<file path="src/rtl/gb_io_pkg.sv">
// gb_io_pkg: shared GB I/O register offsets and timer tick-select table
package gb_io_pkg;
    typedef enum logic [1:0] {
        REG_DIV  = 2'd0,
        REG_TIMA = 2'd1,
        REG_TMA  = 2'd2,
        REG_TAC  = 2'd3
    } timer_reg_e;

    localparam logic [2:0] PEND_CLKS = 3'd4;

    function automatic logic [3:0] tac_bit(input logic [1:0] sel);
        return sel == 2'd0 ? 4'd9 : sel == 2'd1 ? 4'd3 : sel == 2'd2 ? 4'd5 : 4'd7;
    endfunction
endpackage

</file>
<file path="src/rtl/gb_timer_div.sv">
// gb_timer_div: free-running 16-bit divider with TAC tick select and falling-edge detect
module gb_timer_div
    import gb_io_pkg::*;
(
    input  logic       clk,
    input  logic       reset,
    input  logic       clr,
    input  logic [2:0] tac,
    output logic [7:0] div_hi,
    output logic       fall
);
    logic [15:0] div_q, div_d;
    logic        tick_q, tick_d;

    // DIV/TAC writes reach the tick through div_q/tac, so their falling edges are caught here too
    always_comb begin
        div_d  = clr ? 16'h0000 : div_q + 16'd1;
        tick_d = tac[2] & div_q[tac_bit(tac[1:0])];
        fall   = tick_q & ~tick_d;
        div_hi = div_q[15:8];
    end

    always_ff @(posedge clk or posedge reset) begin
        if (reset) begin
            div_q  <= 16'h0000;
            tick_q <= 1'b0;
        end else begin
            div_q  <= div_d;
            tick_q <= tick_d;
        end
    end
endmodule

</file>
<file path="src/rtl/gb_timer.sv">
// gb_timer: GB DIV/TIMA/TMA/TAC timer with overflow reload window, irq and bus readback
module gb_timer
    import gb_io_pkg::*;
#(
    parameter logic [15:0] BASE = 16'hff04
) (
    input  logic        clk,
    input  logic        reset,
    input  logic [15:0] adr,
    input  logic [7:0]  din,
    input  logic        read,
    input  logic        write,
    output logic [7:0]  dout,
    output logic        ddrv,
    output logic        irq
);
    logic [7:0]  tima_q, tima_d, tma_q, tma_d, dout_q, dout_d, div_hi, rd_val;
    logic [2:0]  tac_q, tac_d, pend_q, pend_d;
    logic        ddrv_q, ddrv_d, irq_q, irq_d, hit, wr, div_clr, fall;
    logic [15:0] off;
    timer_reg_e  sel;

    gb_timer_div u_div (
        .clk    (clk),
        .reset  (reset),
        .clr    (div_clr),
        .tac    (tac_q),
        .div_hi (div_hi),
        .fall   (fall)
    );

    always_comb begin
        off     = adr - BASE;
        hit     = off[15:2] == 14'd0;
        sel     = timer_reg_e'(off[1:0]);
        wr      = write & hit;
        div_clr = wr && sel == REG_DIV;
        tma_d   = wr && sel == REG_TMA ? din : tma_q;
        tac_d   = wr && sel == REG_TAC ? din[2:0] : tac_q;
        pend_d  = pend_q != 3'd0 ? pend_q - 3'd1 : 3'd0;
        tima_d  = tima_q;
        irq_d   = 1'b0;
        // TIMA stays at 00 through the pending window; a CPU write cancels the reload
        if (wr && sel == REG_TIMA) begin
            tima_d = din;
            pend_d = 3'd0;
        end else if (pend_q == 3'd1) begin
            tima_d = tma_d;
            irq_d  = 1'b1;
        end else if (fall && pend_q == 3'd0) begin
            tima_d = tima_q + 8'd1;
            pend_d = tima_q == 8'hff ? PEND_CLKS : 3'd0;
        end
        rd_val = sel == REG_DIV  ? div_hi :
                 sel == REG_TIMA ? tima_q :
                 sel == REG_TMA  ? tma_q  : {5'b11111, tac_q};
        ddrv_d = read & hit;
        dout_d = ddrv_d ? rd_val : 8'h00;
    end

    always_ff @(posedge clk or posedge reset) begin
        if (reset) begin
            tima_q <= 8'h00;
            tma_q  <= 8'h00;
            tac_q  <= 3'd0;
            pend_q <= 3'd0;
            dout_q <= 8'h00;
            ddrv_q <= 1'b0;
            irq_q  <= 1'b0;
        end else begin
            tima_q <= tima_d;
            tma_q  <= tma_d;
            tac_q  <= tac_d;
            pend_q <= pend_d;
            dout_q <= dout_d;
            ddrv_q <= ddrv_d;
            irq_q  <= irq_d;
        end
    end

    assign dout = dout_q;
    assign ddrv = ddrv_q;
    assign irq  = irq_q;
endmodule

</file>
<file path="config.mk">
export PLATFORM = sky130hd
export DESIGN_NAME = gb_timer
export DESIGN_NICKNAME = d
export VERILOG_FILES = /design/src/rtl/gb_io_pkg.sv /design/src/rtl/gb_timer_div.sv /design/src/rtl/gb_timer.sv
export SDC_FILE = /design/constraint.sdc
export NUM_CORES = 1
export LEC_CHECK = 0
export ABC_AREA = 1
export CORE_ASPECT_RATIO = 1.2
export CORE_UTILIZATION = 55
export CTS_BUF_LIST = sky130_fd_sc_hd__clkbuf_4 sky130_fd_sc_hd__clkbuf_8 sky130_fd_sc_hd__clkbuf_16
export CTS_CLUSTER_SIZE = 24
export DETAILED_ROUTE_END_ITERATION = 10
export PLACE_DENSITY = 0.8
export SYNTH_ARGS = -nofsm -noshare
export SYNTH_HDL_FRONTEND = slang
export SYNTH_HIERARCHICAL = 1
export SYNTH_SLANG_ARGS = --single-unit
</file>
<file path="constraint.sdc">
create_clock -name clk -period 2.28 [get_ports clk]
set_clock_uncertainty 0.2 [all_clocks]
set_input_delay 0.456 -clock clk [delete_from_list [all_inputs] [get_ports clk]]
set_output_delay 0.456 -clock clk [all_outputs]
set_load 0.05 [all_outputs]
</file>
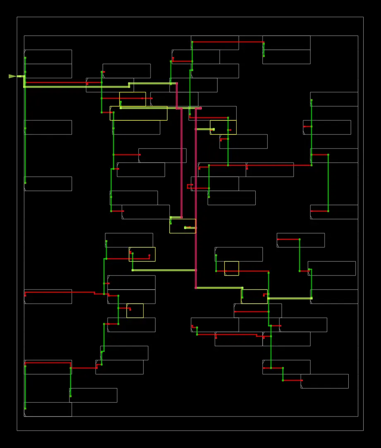
**Above:** the clock network.
number of sinks driven by the clock tree: 49
sequential cell count: 49
latest clock arrival within the worst-skew pair: 0.31 ns
number of clock buffer instances in the layout: 5
cts bufs inserted: 5

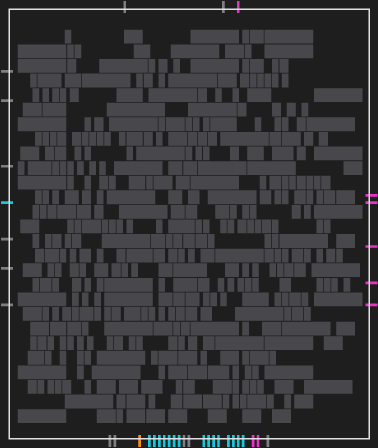
**Above:** ports around the boundary.
Pins as bars across the die edge, other pins in gray.
legend:
  cyan:
    port: adr
    pins: 16
    direction: input
    edge: 15 bottom, 1 left
  magenta:
    port: dout
    pins: 8
    direction: output
    edge: 5 right, 2 bottom, 1 top
  orange:
    port: irq
    pins: 1
    direction: output
    edge: bottom

stage by stage:
step                 util  area, sq um  total power, W  setup slack, ns
floorplan               -         2770         0.00104            0.378
global placement    0.681         3220         0.00112           0.0392
detailed placement  0.681         3220         0.00113         -0.00967
CTS                 0.705         3340         0.00176            0.159
global route        0.705         3340         0.00182           0.0119
finish              0.705         3340         0.00174            0.159
power breakdown:
part | leakage, nW | switching [W] | total [W] | internal [W]
Sequential | 0.657 | 0.0000359 | 0.000929 | 0.000894
Combinational | 0.895 | 0.000102 | 0.000187 | 0.0000852
Clock | 0.0543 | 0.000300 | 0.000628 | 0.000328
metal layers:
layer / share of wire / vias to the layer above
met3: 0.039 / 9
li1: - / 1247
met4: 0.012 / 0
met1: 0.42 / 1143
met5: 0 / -
met2: 0.53 / 66
==> impl_results.rst <==
Flow metrics
------------

.. list-table::
   :header-rows: 1

   * - Metric
     - Value
   * - Number of antenna violations at the first check in global routing
     - 0
   * - Final hold vios
     - 0
   * - Via count normalized by instance count
     - 5.26
   * - Aggregate global routing overflow
     - 0
   * - Highest-count logic cell in the final layout
     - sky130_fd_sc_hd__nand2_1
   * - Max-capacitance violation count
     - 0
   * - Post-synth mux share
     - 0.0108
   * - Total number of vias
     - 2465
   * - Number of DRC violations after detailed-routing iteration 0
     - 147
   * - Final worst-path cycle share
     - 0.930
   * - Met3 track utilization from global routing
     - 0.0514
   * - Biggest area consumer among synthesized cells
     - sky130_fd_sc_hd__dfrtp_1
   * - Yosys top cell by instances
     - sky130_fd_sc_hd__nand2_1
   * - Final weighted congestion in routability-driven placement
     - 0.891
   * - Aggregate routed wire length
     - 6120 microns
   * - Net count of the mapped netlist
     - 398
   * - RSZ-0062 raised after global routing
     - false
   * - Synth async-reset ratio
     - 1.00
   * - Net count reported at finish
     - 442
   * - Simple share
     - 0.304
   * - Clock Network Area Fraction
     - 0.0345
   * - Library cells used by synthesis
     - 33
   * - Port bufs
     - 37
   * - Adder share
     - 0.0181
   * - Outcome
     - finished clean
   * - Number of standard cells in the layout, taps in and fillers out
     - 469
   * - Post-layout minimum cycle time
     - 2.12 ns
   * - Number of slew-limit violations in the final report
     - 0
   * - Total die size
     - 5330 sq um
   * - Antenna violation net count after detailed routing
     - 0
   * - Reg2reg end
     - tima_q[1]
   * - Post-synth area from yosys stat
     - 2770 sq um
   * - Register share of the cell area
     - 0.368
   * - Most common reg cell
     - sky130_fd_sc_hd__dfrtp_1
   * - Required time at the endpoint of the critical path
     - 1.62 ns
   * - Number of standard cells reported by yosys
     - 366
   * - Yosys warning count
     - 6
   * - Register area share after synthesis
     - 0.442
   * - Standard cell with the maximum stage delay on the critical path
     - sky130_fd_sc_hd__clkdlybuf4s50_1
   * - Die height
     - 79.8 microns
   * - Synthesized registers
     - 49
   * - Cts hold-fix bufs
     - 0
   * - Endpoint kind of the worst setup timing path
     - primary output
   * - Critical path startpoint category
     - flip-flop
   * - Ports placed on the boundary
     - 38
   * - Depth of the most critical reg-to-reg path
     - 10
   * - Top cell category
     - multi-input combinational cells
   * - Largest register by flop count
     - u_div/div_q
   * - Non-clock buffer count in the final layout
     - 51
   * - Cells after DPL
     - 461
   * - Non-clock buffer share of cell area
     - 0.143
   * - Max IR drop VDD
     - 0.425 mV
   * - Multi-input logic area
     - 1270 sq um
   * - Parity-gate share of the synthesized area counting xor and xnor cells
     - 0.00948
   * - Crit path buf inv count
     - 1
   * - Reported leakage power
     - 1.61 nW
   * - # setup viols final
     - 0
   * - Fillcell total
     - 385
   * - TritonRoute pass-1 iters
     - 4
   * - Max_slew headroom
     - 0.661
   * - Worst Setup SP
     - dout[0]
   * - Data arrival time at the worst-slack endpoint
     - 1.47 ns
   * - Area of all sequential standard cells
     - 1230 sq um
   * - Total setup buffers inserted after CTS
     - 0
   * - OpenROAD warnings
     - 28
Power and IR drop assume default switching activity.
